Run 1, the metal 1 layer:
The bar under the picture is 20 µm long.
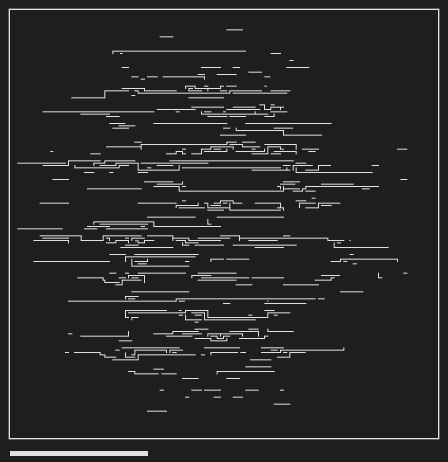
Run 1, congestion heat map:
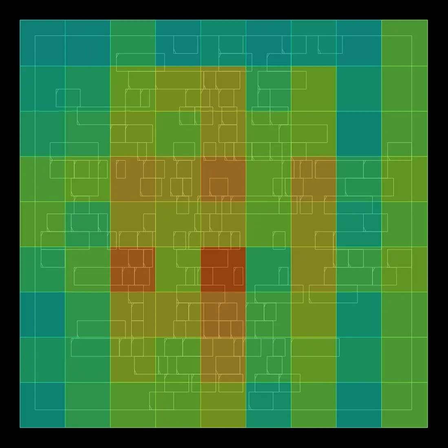
Run 1, signal metal coverage by tile:
The bar under the picture is 20 µm long. The die is cut into 12 by 12 equal tiles; black is low, pale yellow is high, scaled to the fullest tile. Values are wire area over tile area, all layers added.
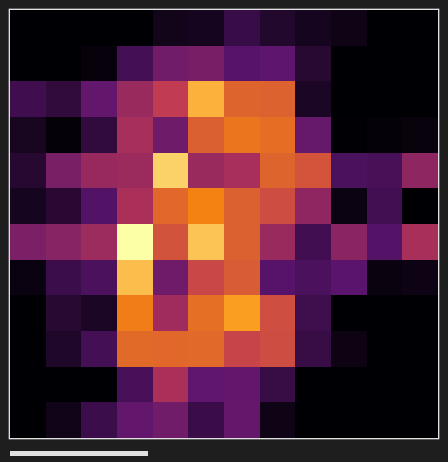
Run 1, cell area per tile:
The bar under the picture is 20 µm long. The die is cut into 6 by 6 equal tiles; black is low, pale yellow is high, 0 to 100% covered.
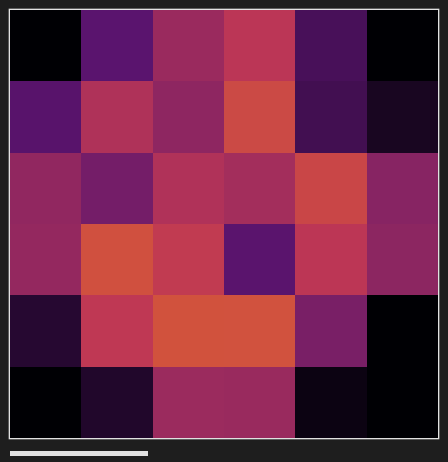
**config.mk**
```make
export PLATFORM = sky130hd
export DESIGN_NAME = nor_gate
export DESIGN_NICKNAME = d
export VERILOG_FILES = /design/src/rtl/nor_gate.sv
export SDC_FILE = /design/constraint.sdc
export NUM_CORES = 1
export LEC_CHECK = 0
export CAP_MARGIN = 20
export CORE_MARGIN = 2
export CORE_UTILIZATION = 28
export CTS_CLUSTER_DIAMETER = 100
export DETAILED_ROUTE_END_ITERATION = 6
export GPL_TIMING_DRIVEN = 0
export PLACE_DENSITY = 0.49
export SETUP_SLACK_MARGIN = 0.05
export SYNTH_ARGS = -nofsm -noshare
export SYNTH_HDL_FRONTEND = slang
export SYNTH_SLANG_ARGS = --single-unit
```
**constraint.sdc**
```tcl
create_clock -name clk -period 3.4 [get_ports clk]
set_input_delay 0.51 -clock clk [delete_from_list [all_inputs] [get_ports clk]]
set_output_delay 0.51 -clock clk [all_outputs]
set_load 0.005 [all_outputs]
```
**src/rtl/nor_gate.sv**
```systemverilog
// Bitwise NOR with a registered copy, per-bit edge pulses and a saturating
// counter of cycles in which bit 0 of the NOR result is high.
module nor_gate #(
  parameter int WIDTH = 1,
  parameter int CNT_W = 16
) (
  input  logic             clk,
  input  logic             rst,
  input  logic [WIDTH-1:0] din_a,
  input  logic [WIDTH-1:0] din_b,
  output logic [WIDTH-1:0] dout,
  output logic [WIDTH-1:0] dout_q,
  output logic [WIDTH-1:0] dout_rise,
  output logic [WIDTH-1:0] dout_fall,
  output logic [CNT_W-1:0] hi_cnt,
  output logic             hi_cnt_sat
);

  localparam logic [CNT_W-1:0] CNT_MAX = '1;

  logic [WIDTH-1:0] out_q;
  logic [WIDTH-1:0] dly_q;
  logic [WIDTH-1:0] rise_q;
  logic [WIDTH-1:0] fall_q;
  logic [CNT_W-1:0] hi_cnt_q;
  logic [CNT_W-1:0] hi_cnt_d;

  // Continuous assignment keeps X/Z propagation identical to a plain NOR.
  assign dout = ~(din_a | din_b);

  // Edges are judged between out_q and its one-cycle-delayed copy, so each
  // pulse appears one cycle after out_q itself changes.
  always_ff @(posedge clk) begin
    if (rst) begin
      out_q  <= '0;
      dly_q  <= '0;
      rise_q <= '0;
      fall_q <= '0;
    end else begin
      out_q  <= dout;
      dly_q  <= out_q;
      rise_q <= out_q & ~dly_q;
      fall_q <= ~out_q & dly_q;
    end
  end

  always_comb begin
    hi_cnt_d = hi_cnt_q;
    if ((dout[0] == 1'b1) && (hi_cnt_q != CNT_MAX)) begin
      hi_cnt_d = hi_cnt_q + 1'b1;
    end
  end

  always_ff @(posedge clk) begin
    if (rst) begin
      hi_cnt_q <= '0;
    end else begin
      hi_cnt_q <= hi_cnt_d;
    end
  end

  assign dout_q     = out_q;
  assign dout_rise  = rise_q;
  assign dout_fall  = fall_q;
  assign hi_cnt     = hi_cnt_q;
  assign hi_cnt_sat = (hi_cnt_q == CNT_MAX);

endmodule

```
==> impl_metrics.py, run 1 <==
# Metrics from the implementation run
metrics = {
    "synthesis": {
        "synth-simple-area-share_pct": 33.20,
        "area_leaders": "dfxtp_1 42%, a21oi_1 5.3%, mux2_2 4.7%",
        "ys_warn_count": 0,
        "top_area_cell": "dfxtp_1",
        "synth_nets": 114,
        "edf_count": 0,
        "ys_types": 29,
        "xor_area_share_pct": 0,
        "synth_top_cell_by_count": "dfxtp_1",
        "ys_area_um2": 949.7,
        "mux_area_share_pct": 4.743,
        "ys_sh_adder_pct": 1.318,
        "aoi_share_pct": 14.76,
    },
    "placement": {
        "dp_cells": 179,
        "gp_congestion": 0.7622,
        "portBuffers": 24,
        "dpl_cell_area_um2": 1247,
        "dp_hpwl_mm": 1.654,
    },
    "clock_tree": {
        "root_buffer": "clkbuf_4",
        "tritoncts": "done",
        "cts_made_buffers": 3,
        "postCtsSetupRepairBufs": 0,
        "cts.path.max_buffers": 2,
        "cts_resized": 0,
    },
    "floorplan": {
        "io_pins": 25,
        "dieWidth_um": 62.24,
        "tapCellCount": 46,
    },
    "grt": {
        "grt_max_degree": 12,
        "overflow": 0,
    },
    "min_path": {
        "min_path_cells": 1,
        "hold_start": "dly_q",
        "hp-class": "reg -> reg",
    },
    "layout": {
        "register_area_um2": 400.4,
        "syn2layout_area_growth_pct": 35.18,
        "nClkBuffers": 4,
        "non_clock_inverter_count": 3,
        "antennaDiodeCount": 0,
        "lay_top_count": "clkdlybuf4s50_1",
        "drive_gt1_share_pct": 9.489,
        "flop-count": 20,
        "clock_area_share_pct": 2.827,
        "instances_no_fill": 183,
        "combAreaFraction_pct": 39.96,
        "buffers": 30,
        "stdcell_area_um2": 1284,
    },
    "critical_path": {
        "path_buffers": 2,
        "endpoint": "hi_cnt_sat",
        "path_class": "reg -> out",
        "crit_family": "simple AND/OR/NAND/NOR gates",
        "arrival_ns": 2.43,
        "start_kind": "flop",
        "cp_max_fo": 10,
        "worst_ep_required_time_ns": 2.89,
        "rrSetupSlack_ns": 1.31,
        "critPathLaunch": "hi_cnt[13]",
        "crit_cells": 4,
        "critPathMaxStageDelay_ns": 0.58,
    },
    "detailed_routing": {
        "drc": 0,
    },
    "timing": {
        "finalHoldViolations": 0,
        "fin_crit_sh_pct": 86.51,
        "finalCriticalPeriod_ns": 2.941,
        "relSlewSlack_pct": 65.94,
        "final_max_slew_viol_count": 0,
    },
    "pwr": {
        "leakagePower_nw": 0.4110,
        "power_density_nw_per_um2": 310.0,
    },
    "status": {
        "status": "complete, no violations",
    },
    "job": {
        "log.warning_count": 26,
    },
}
About 'the metal 1 layer':
nets with wire on the layer: 123
wire length on this layer: 1130 µm
main direction: horizontal
share of all routed wire: 52%
longest straight run: 20.2 µm
total wire length: 2.192 mm
met1 usage in global routing: 14.98%
routed vias: 883

About 'congestion heat map':
Util after Layout: 39.09%
met3 global-route usage: 1.630%
WL/cell: 11.98 µm
M2 GR Usage: 18.61%
total global-route track usage: 11.73%

About 'signal metal coverage by tile':
emptiest ninth of the die: south-east
fullest tile: 0.35
tiles over half the peak: 21%

About 'cell area per tile':
fullest tile: 58%
emptiest ninth of the die: south-east
nearly empty tiles: 14%
FP Core Util: 28.91%
core area: 3284 µm²

==> run 1: registers in the layout, summed over array words and instances (netlist names) <==
signal,count
dout_rise,1
dout_q,1
dout_fall,1
hi_cnt,16
dly_q,1
==> run 1: metal layers <==
layer	track usage [%]	vias up	wire length, µm
li1	-	467	-
met1	14.98	397	1132
met2	18.61	15	950
met3	1.630	4	58
met4	7.500	0	50
met5	0	-	0
==> run 1: power by group <==
group	total [mW]	switching (mW)	internal [mW]
Sequential	0.239	0.00209	0.237
Combinational	0.0218	0.0104	0.0113
Clock	0.137	0.0721	0.0653
==> run 1: through the flow <==
step	power, mW	setup slack (ns)
global placement	0.2660	0.7355
global route	0.4203	0.2527
floorplan	0.2536	1.454
detailed placement	0.2662	0.7772
CTS	0.4066	0.4096
finish	0.3979	0.4587
==> run 2, diff against run 1 <==
==> constraint.sdc (replaced) <==
create_clock -name clk -period 3.8 [get_ports clk]
set_input_delay 0.57 -clock clk [delete_from_list [all_inputs] [get_ports clk]]
set_output_delay 0.57 -clock clk [all_outputs]
set_load 0.05 [all_outputs]
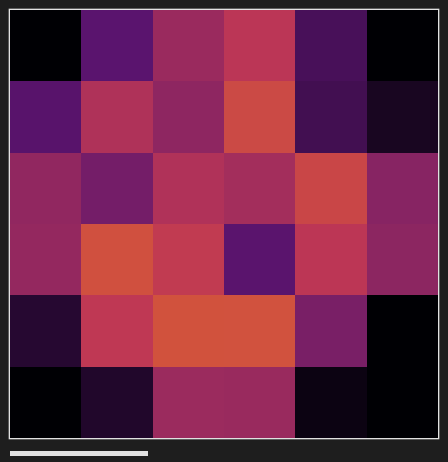
Run 2: cell area per tile
The bar under the picture is 20 µm long. The die is cut into 6 by 6 equal tiles; black is low, pale yellow is high, 0 to 100% covered.
fullest tile: 58%
mean over tiles: 32%
emptiest ninth of the die: south-east
nearly empty tiles: 14%

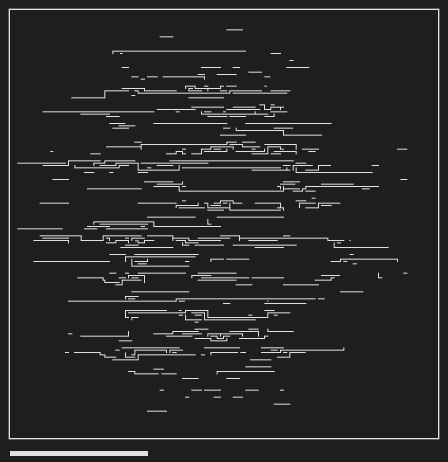
Run 2: the metal 1 layer
The bar under the picture is 20 µm long.
main direction: horizontal
wire length on this layer: 1130 µm
longest straight run: 20.2 µm

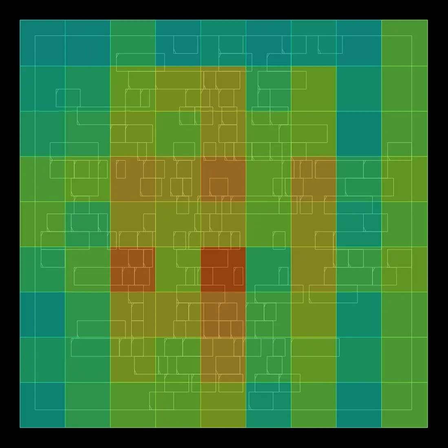
Run 2: congestion heat map
GR peak layer: met2

==> run 2 against run 1 <==
Utilization unchanged; area after synthesis unchanged; largest power group unchanged; first-iteration DRC count is the same.
==> impl_metrics.py, run 2 <==
# Metrics from the implementation run
metrics = {
    "timing": {
        "fin_crit_sh_pct": 86.95,
        "final_max_slew_viol_count": 0,
        "finalHoldViolations": 0,
        "setup_slack_ns": 0.4958,
    },
    "floorplan": {
        "core_um2": 3284,
        "dieWidth_um": 62.24,
        "io_pins": 25,
    },
    "placement": {
        "dpl_cell_area_um2": 1247,
        "portBuffers": 24,
        "gp_congestion": 0.7622,
        "post-place-ws_ns": 0.8145,
        "dp_hpwl_mm": 1.654,
        "dp_cells": 179,
    },
    "detailed_routing": {
        "drc": 0,
        "wl_per_cell_um": 11.98,
        "met3RoutedLength_um": 58,
        "vias": 883,
        "m1WireLength_mm": 1.132,
        "wl_met2_um": 950,
        "routed_wl_mm": 2.192,
    },
    "grt": {
        "use_met1_pct": 14.98,
        "gr-usage-met3_pct": 1.630,
        "grt_usage_pct": 11.73,
        "grt_util_met2_pct": 18.61,
        "grt_max_degree": 12,
    },
    "synthesis": {
        "ys_types": 29,
        "xor_area_share_pct": 0,
        "ys_sh_adder_pct": 1.318,
        "mux_area_share_pct": 4.743,
        "area_leaders": "dfxtp_1 42%, a21oi_1 5.3%, mux2_2 4.7%",
        "ys_area_um2": 949.7,
        "synth_top_cell_by_count": "dfxtp_1",
        "top_area_cell": "dfxtp_1",
        "synth-simple-area-share_pct": 33.20,
        "aoi_share_pct": 14.76,
        "synth_nets": 114,
    },
    "pwr": {
        "p_seq_share_pct": 58.6,
        "finalPower_mw": 0.3645,
        "power_frac_comb_pct": 7.7,
        "intPower_mw": 0.2804,
        "pg_clk_mw": 0.123,
        "switching_power_mw": 0.08417,
        "comb_power_mw": 0.0280,
        "p_sw_share_pct": 23.09,
        "leakagePower_nw": 0.4110,
        "p_clk_share_pct": 33.7,
        "power_density_nw_per_um2": 284.0,
        "power-top-group": "sequential cells",
    },
    "critical_path": {
        "path_class": "reg -> out",
        "cp_max_fo": 10,
        "start_kind": "flop",
        "worst_ep_required_time_ns": 3.23,
        "arrival_ns": 2.73,
    },
    "layout": {
        "instances_no_fill": 183,
        "stdcell_area_um2": 1284,
        "syn2layout_area_growth_pct": 35.18,
        "register_area_um2": 400.4,
    },
    "min_path": {
        "min_path_cells": 1,
        "hp-class": "reg -> reg",
    },
    "clock_tree": {
        "cts_resized": 0,
        "cts_made_buffers": 3,
        "tritoncts": "done",
        "cts.path.max_buffers": 2,
    },
    "job": {
        "log.warning_count": 26,
    },
    "status": {
        "status": "complete, no violations",
    },
}
run 2: cell counts after synthesis:
No cell type changed its count.
run 2: path summary, 6_finish.rpt:
kind              startpoint          to  slack (ns)
setup / recovery  hi_cnt[13]  hi_cnt_sat        0.50
hold reg to reg        dly_q   dout_rise        0.42
setup reg to reg   hi_cnt[0]  hi_cnt[14]        1.71
hold / removal         dly_q   dout_rise        0.42
run 2: cell type report:
type                            instances  share of cell area (%)
Sequential cell                        20                   31.19
Buffer                                  6                   1.949
Tap cell                               46                   4.483
Inverter                                3                  0.8772
Timing Repair Buffer                   24                   18.71
Clock buffer                            4                   2.827
Multi-Input combinational cell         80                   39.96
run 2: critical path: stages (launching register included):
cell             delay [ns]
dfxtp_1                0.44
nand4_1                0.27
nor4_4                 0.58
buf_2                  0.31
clkdlybuf4s50_1        0.83
Power is estimated from default activity; no workload was simulated.
